Fig. 1: run 1, sequential cells grouped by signal name
Other sequential cells in the stronger gray, the rest of the logic in the fainter gray.
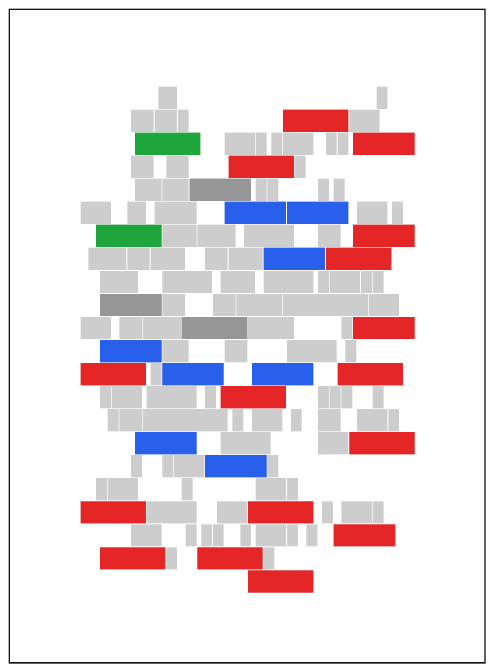
Fig. 2: run 1, signal wires by layer
Scale bar: 20 um.
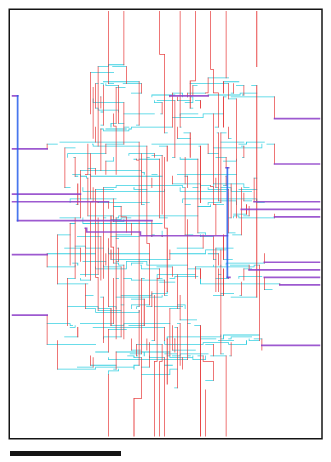
Fig. 3: run 1, routing congestion map
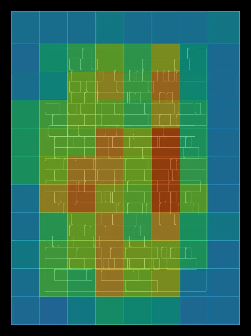
Fig. 4: run 1, pin map
Pins as bars across the die edge, other pins in gray.
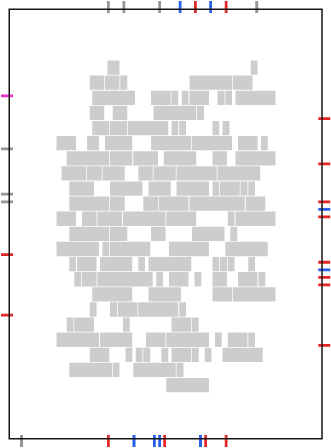
**src/rtl/c_register_loader.sv**
```systemverilog
// Assembles BITS-wide words from a CHUNK-wide valid/ready stream and commits them with a one-cycle save strobe.
// Optional odd-parity checking on each chunk is enabled by defining C_REGISTER_LOADER_PARITY_EN.
module c_register_loader #(
    parameter int unsigned BITS  = 16,
    parameter int unsigned CHUNK = 8
) (
    input  logic             clk,
    input  logic             rst,
    input  logic             abort,
    input  logic             in_valid,
    input  logic [CHUNK-1:0] in_data,
    input  logic             in_par,
    output logic             in_ready,
    output logic             save,
    output logic [BITS-1:0]  out,
    output logic             busy,
    output logic             err
);
    localparam int unsigned N     = BITS / CHUNK;
    localparam int unsigned CNT_W = (N > 1) ? $clog2(N) : 1;
    localparam logic [CNT_W-1:0] LAST = CNT_W'(N - 1);

    typedef enum logic [1:0] {
        IDLE   = 2'd0,
        FILL   = 2'd1,
        COMMIT = 2'd2
    } state_t;

    state_t           state, state_nxt;
    logic [CNT_W-1:0] cnt, cnt_nxt;
    logic [BITS-1:0]  acc, acc_nxt;
    logic [BITS-1:0]  out_q, out_nxt;
    logic [BITS-1:0]  word_c;
    logic             save_q, save_nxt;
    logic             busy_q, busy_nxt;
    logic             bad_q, bad_nxt;
    logic             err_q, err_nxt;
    logic             accept;
    logic             chunk_bad;

`ifdef C_REGISTER_LOADER_PARITY_EN
    // A chunk plus its parity bit must carry an odd number of ones.
    assign chunk_bad = ~(^{in_data, in_par});
`else
    logic unused_par;
    assign unused_par = in_par;
    assign chunk_bad  = 1'b0;
`endif

    // Ready is a function of state, abort and reset only, so no loop back through in_valid.
    assign in_ready = rst && !abort && (state != COMMIT);
    assign accept   = in_valid && in_ready;

    assign save = save_q;
    assign busy = busy_q;
    assign out  = out_q;
    assign err  = err_q;

    always_comb begin
        state_nxt = state;
        cnt_nxt   = cnt;
        acc_nxt   = acc;
        out_nxt   = out_q;
        bad_nxt   = bad_q;
        err_nxt   = err_q;
        word_c    = acc;
        word_c[int'(cnt) * int'(CHUNK) +: CHUNK] = in_data;

        case (state)
            IDLE, FILL: begin
                if (abort) begin
                    state_nxt = IDLE;
                    cnt_nxt   = '0;
                    acc_nxt   = '0;
                    bad_nxt   = 1'b0;
                end else if (accept) begin
                    err_nxt = err_q | chunk_bad;
                    if (cnt == LAST) begin
                        cnt_nxt = '0;
                        acc_nxt = '0;
                        bad_nxt = 1'b0;
                        // A word with any bad chunk is dropped without a save.
                        if (bad_q || chunk_bad) begin
                            state_nxt = IDLE;
                        end else begin
                            state_nxt = COMMIT;
                            out_nxt   = word_c;
                        end
                    end else begin
                        state_nxt = FILL;
                        cnt_nxt   = cnt + CNT_W'(1);
                        acc_nxt   = word_c;
                        bad_nxt   = bad_q | chunk_bad;
                    end
                end
            end
            COMMIT:  state_nxt = IDLE;
            default: state_nxt = IDLE;
        endcase

        save_nxt = (state_nxt == COMMIT);
        busy_nxt = (state_nxt == FILL);
    end

    always_ff @(posedge clk) begin
        if (!rst) begin
            state  <= IDLE;
            cnt    <= '0;
            acc    <= '0;
            out_q  <= '0;
            save_q <= 1'b0;
            busy_q <= 1'b0;
            bad_q  <= 1'b0;
            err_q  <= 1'b0;
        end else begin
            state  <= state_nxt;
            cnt    <= cnt_nxt;
            acc    <= acc_nxt;
            out_q  <= out_nxt;
            save_q <= save_nxt;
            busy_q <= busy_nxt;
            bad_q  <= bad_nxt;
            err_q  <= err_nxt;
        end
    end
endmodule

```
**config.mk**
```make
export PLATFORM = sky130hd
export DESIGN_NAME = c_register_loader
export DESIGN_NICKNAME = d
export VERILOG_FILES = /design/src/rtl/c_register_loader.sv
export SDC_FILE = /design/constraint.sdc
export NUM_CORES = 1
export LEC_CHECK = 0
export CAP_MARGIN = 20
export CORE_AREA = 8 8 48 69
export CTS_CLUSTER_SIZE = 24
export DETAILED_ROUTE_END_ITERATION = 8
export DIE_AREA = 0 0 56 77
export DONT_BUFFER_PORTS = 1
export PLACE_DENSITY_LB_ADDON = 0.05
export SYNTH_ARGS = -nofsm -noshare
export SYNTH_HDL_FRONTEND = slang
export SYNTH_SLANG_ARGS = --single-unit
```
**constraint.sdc**
```tcl
create_clock -name clk -period 1 [get_ports clk]
set_input_delay 0.2 -clock clk [delete_from_list [all_inputs] [get_ports clk]]
set_output_delay 0.2 -clock clk [all_outputs]
set_load 0.02 [all_outputs]
```
==> flow_summary.toml, run 1 <==
# physical design summary
[place]
dpl_worst_slack_ns = -0.0828
dp_hpwl_um = 1610
placedCellCount = 141
place_congestion = 0.749
dpl-instance-area_mm2 = 0.00116

[synthesis]
syn_nets = 134
async_flop_share_pct = 0
synth.mux.area_fraction_pct = 13.9
top_cells_by_count = "33 x nand2_1, 29 x dfxtp_1, 16 x mux2i_1"
synth-edff-count = 0
synthTopCellsByArea = "dfxtp_1 50%, mux2i_1 14%, nand2_1 11%, o32ai_1 6.1%, inv_1 2.9%"
ys_warn_count = 0
netlist_instances = 121
synth_flops = 29
synthAoiAreaFrac_pct = 9.25
postSynthSeqShare_pct = 50.5
synth-xor-area-share_pct = 0
topCombFamilyByArea = "simple AND/OR/NAND/NOR gates"
simple_gate_area_share_pct = 16.2
synth-main-ff-cell = "dfxtp_1"
yosys.area.top_type = "dfxtp_1"
yosysChipArea_mm2 = 0.00115
top_cell = "nand2_1"
synth_area_mm2 = 0.00115
ys_types = 21
top_area_share_pct = 50.5

[floorplan]
rows = 22
taps = 24
coreArea_mm2 = 0.00237
fp_util_pct = 48.6
num_io_pins = 33
die_area_mm2 = 0.00431

[clocking]
htreeDepth = 2
numCtsBuffers = 5
cts_root_buf = "clkbuf_4"
cts_resized = 20
clk_pin_slew_ns = 0.09
cts_tree = "yes"
post_cts_buffers = 2
insertion_delay_ns = 0.31
numClockSinks = 29
ctsHoldBuffers = 1

[layout]
design_area_mm2 = 0.00143
fin_cells = 154
ff_count = 29
signal_buffers = 13
clk_share_pct = 3.85
layout_top_cell = "nand2_1"
buf_share_pct = 9.28
lay_top_cells = "33 x nand2_1, 16 x mux2i_1, 15 x dfxtp_2"
largest_reg_flops = 16
comb_cells = 72
comb_area_share_pct = 40.5
n_fill_cell = 204
largestClassByArea = "flip-flops and latches"
sh_seq_area_pct = 41.9
area_growth_pct = 24.3
clkbuf_count = 7
logic_area_um2 = 578
num-nonclk-inverters = 9
fin_nets = 143

[global_route]
grt_use_met3_pct = 5.60
overflow = 0
antenna_found_initial = 0
first_global_vias = 842
grt_first_pass_wirelength_um = 3930

[hold_path]
min_path_type = "in -> reg"
whs_path_depth = 2
holdPathEnd = "out[9]$_SDFFE_PN0P_"
hold_start = "in_data[1]"

[power_and_ir_drop]
pwr-share-seq_pct = 57.6
vdd_ir_drop_max_mv = 0.911
power_density_mw_per_mm2 = 1460
swShare_pct = 23.4
clkPwrFrac_pct = 34.1
pg_comb_w = 0.000172
power_w = 0.00208
pg_clk_w = 0.000709
power_leader = "registers"
power_switching_w = 0.000486
p_int_w = 0.00159
combPwrFrac_pct = 8.3
powerSeq_w = 0.00120

[drt]
dr.pass1.iters = 4
dr_wl_met2_um = 1260
initialDrtViolationCount = 31
met3_length_um = 207
top_layer = "met4"
ant_nets = 0
vias_per_cell = 5.52
m1WireLength_um = 976
drc = 0

[status]
status = "finished with violations"
violations = "setup timing"

[timing]
rsz0062_at_grt = "true"
hold_slack_ns = 0.0111
fin_skew_ns = 0.00521
hold_violations = 0
min_period_ns = 1.22
layout_setup_ws_ns = -0.216
max_freq_mhz = 822
period_used_pct = 122
tns_ns = -4.12
report.final.slew_viol_count = 0
setup_viol = 28

[worst_setup_path]
r2r_start = "state[1]$_SDFF_PN0_"
cp_cell_sequence = "buf_6 -> a21oi_2 -> buf_4"
reg2reg_slack_ns = -0.21
critPathRequiredTime_ns = 0.80
r2r_end = "out[8]$_SDFFE_PN0P_"
cpLargestDelayFamily = "flip-flops"
crit_path_end = "in_ready"
critPathKind = "reg -> out"
path_max_fanout = 2
cp.depth = 3
crit_arrival_ns = 1.02
crit_path_start_kind = "flop"
worst-path-buf-inv = 2
worst_path_largest_cell_delay_ns = 0.33
cpMaxStageDelayCell = "dfxtp_2"
critPathLaunch = "state[1]$_SDFF_PN0_"
cp-end-kind = "primary output"
rr_worst_depth = 4

[job]
openroad.warnings = 30
max_cap_violations = 0
## Picture notes: Fig. 1
Key: state = green [flops 2]; out = red [flops 16]; acc = blue [flops 8, where middle]
Another 3 sequential cells are not colored.
sequential cell area: 599 um2
fin util: 60.4%

## Picture notes: Fig. 2
Key: met1 = cyan [wire length 977 um]; met2 = red [wire length 1260 um]; met4 = blue [wire length 42.2 um]; met3 = purple [wire length 207 um]
Global Route Usage Sum: 11.0%
routed via count: 850
wire per inst: 16.1 um
drt total wl: 2480 um

## Picture notes: Fig. 3
global route hottest layer: met2
met1 GRT Util: 11.2%
met2 usage: 17.8%

## Picture notes: Fig. 4
Key: in_data = blue [pins 8, direction input, edge 4 bottom, 2 right, 2 top]; clk = magenta [pins 1, direction input, edge left]; out = red [pins 16, direction output, edge 8 right, 4 bottom, 2 left, 2 top]
Die Width: 56 um
Die Y: 77 um
IO Port Bufs: 0

==> run 2, diff against run 1 <==
Settings changed: CORE_AREA 8 8 48 69 to 2 2 42 63, DIE_AREA 0 0 56 77 to 0 0 44 65.
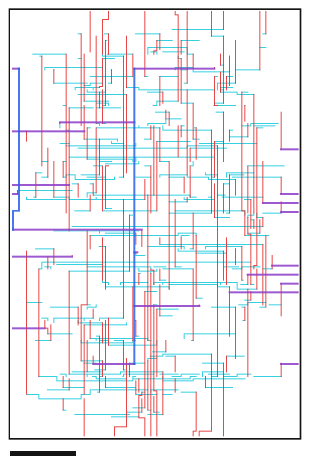
Fig. 5. Signal wires by layer (run 2).
Scale bar: 10 um.
Key: met1 = cyan [wire length 1010 um]; met3 = purple [wire length 134 um]; met4 = blue [wire length 70.3 um]; met2 = red [wire length 1160 um]
drt total wl: 2380 um
routed via count: 864

==> flow_summary.toml, run 2 <==
# physical design summary
[status]
status = "finished with violations"
violations = "setup timing"

[layout]
logic_area_um2 = 554
buf_share_pct = 13.8
largestClassByArea = "flip-flops and latches"
clk_share_pct = 3.47
layout_top_cell = "nand2_1"
largest_reg_flops = 16
sh_seq_area_pct = 40.9
comb_cells = 71
regArea_um2 = 606
fin_nets = 150

[power_and_ir_drop]
power_density_mw_per_mm2 = 1400
power_leader = "registers"
pwr-share-seq_pct = 57.9
pg_comb_w = 0.000199
power_w = 0.00207

[worst_setup_path]
cpMaxStageDelayCell = "dfxtp_2"
critPathRequiredTime_ns = 0.80
critPathLaunch = "state[1]$_SDFF_PN0_"
path_max_fanout = 2
rr_worst_depth = 4
cp-end-kind = "primary output"
worst-path-buf-inv = 2
critPathKind = "reg -> out"
crit_arrival_ns = 1.03
cpLargestDelayFamily = "flip-flops"
cp_cell_sequence = "buf_6 -> a21oi_2 -> buf_4"
crit_path_start_kind = "flop"

[drt]
met3_length_um = 133
drc = 0
m1WireLength_um = 1010
initialDrtViolationCount = 9
vias_per_cell = 5.33
top_layer = "met4"
dr_wl_met2_um = 1160

[place]
dpl-instance-area_mm2 = 0.00115
dp_hpwl_um = 1370
portBuffers = 0

[job]
max_cap_violations = 0
openroad.warnings = 30

[floorplan]
coreArea_mm2 = 0.00237
rows = 22
num_io_pins = 33

[global_route]
grt_util_met1_pct = 22.3
first_global_vias = 848
antenna_found_initial = 0
use_met2_pct = 29.2

[synthesis]
postSynthSeqShare_pct = 50.5
synth-xor-area-share_pct = 0
top_cell = "nand2_1"
yosys.area.top_type = "dfxtp_1"
synth_flops = 29
ys_warn_count = 0
synth_area_mm2 = 0.00115
synth-main-ff-cell = "dfxtp_1"
synthTopCellsByArea = "dfxtp_1 50%, mux2i_1 14%, nand2_1 11%, o32ai_1 6.1%, inv_1 2.9%"

[clocking]
htreeDepth = 2
cts_root_buf = "clkbuf_4"
clk_pin_slew_ns = 0.09

[timing]
min_period_ns = 1.23
layout_setup_ws_ns = -0.228
period_used_pct = 123
setup_viol = 28
hold_violations = 0

[hold_path]
min_path_type = "in -> reg"
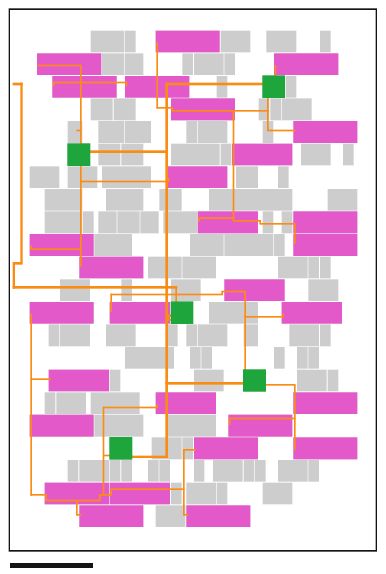
Fig. 6. Clock wires, drivers and flops (run 2).
Scale bar: 10 um.
Key: flip-flops = magenta [count 29]; clock wires = orange [length 383 um]; cells driving clock nets = green [count 5]
Position of the flops: all over the die. There are 6 routed clock nets.
Latency at later pin: 0.33 ns
power in the clock group: 0.000673 W

Power figures rest on the tool's default switching activity, not on a simulated workload.
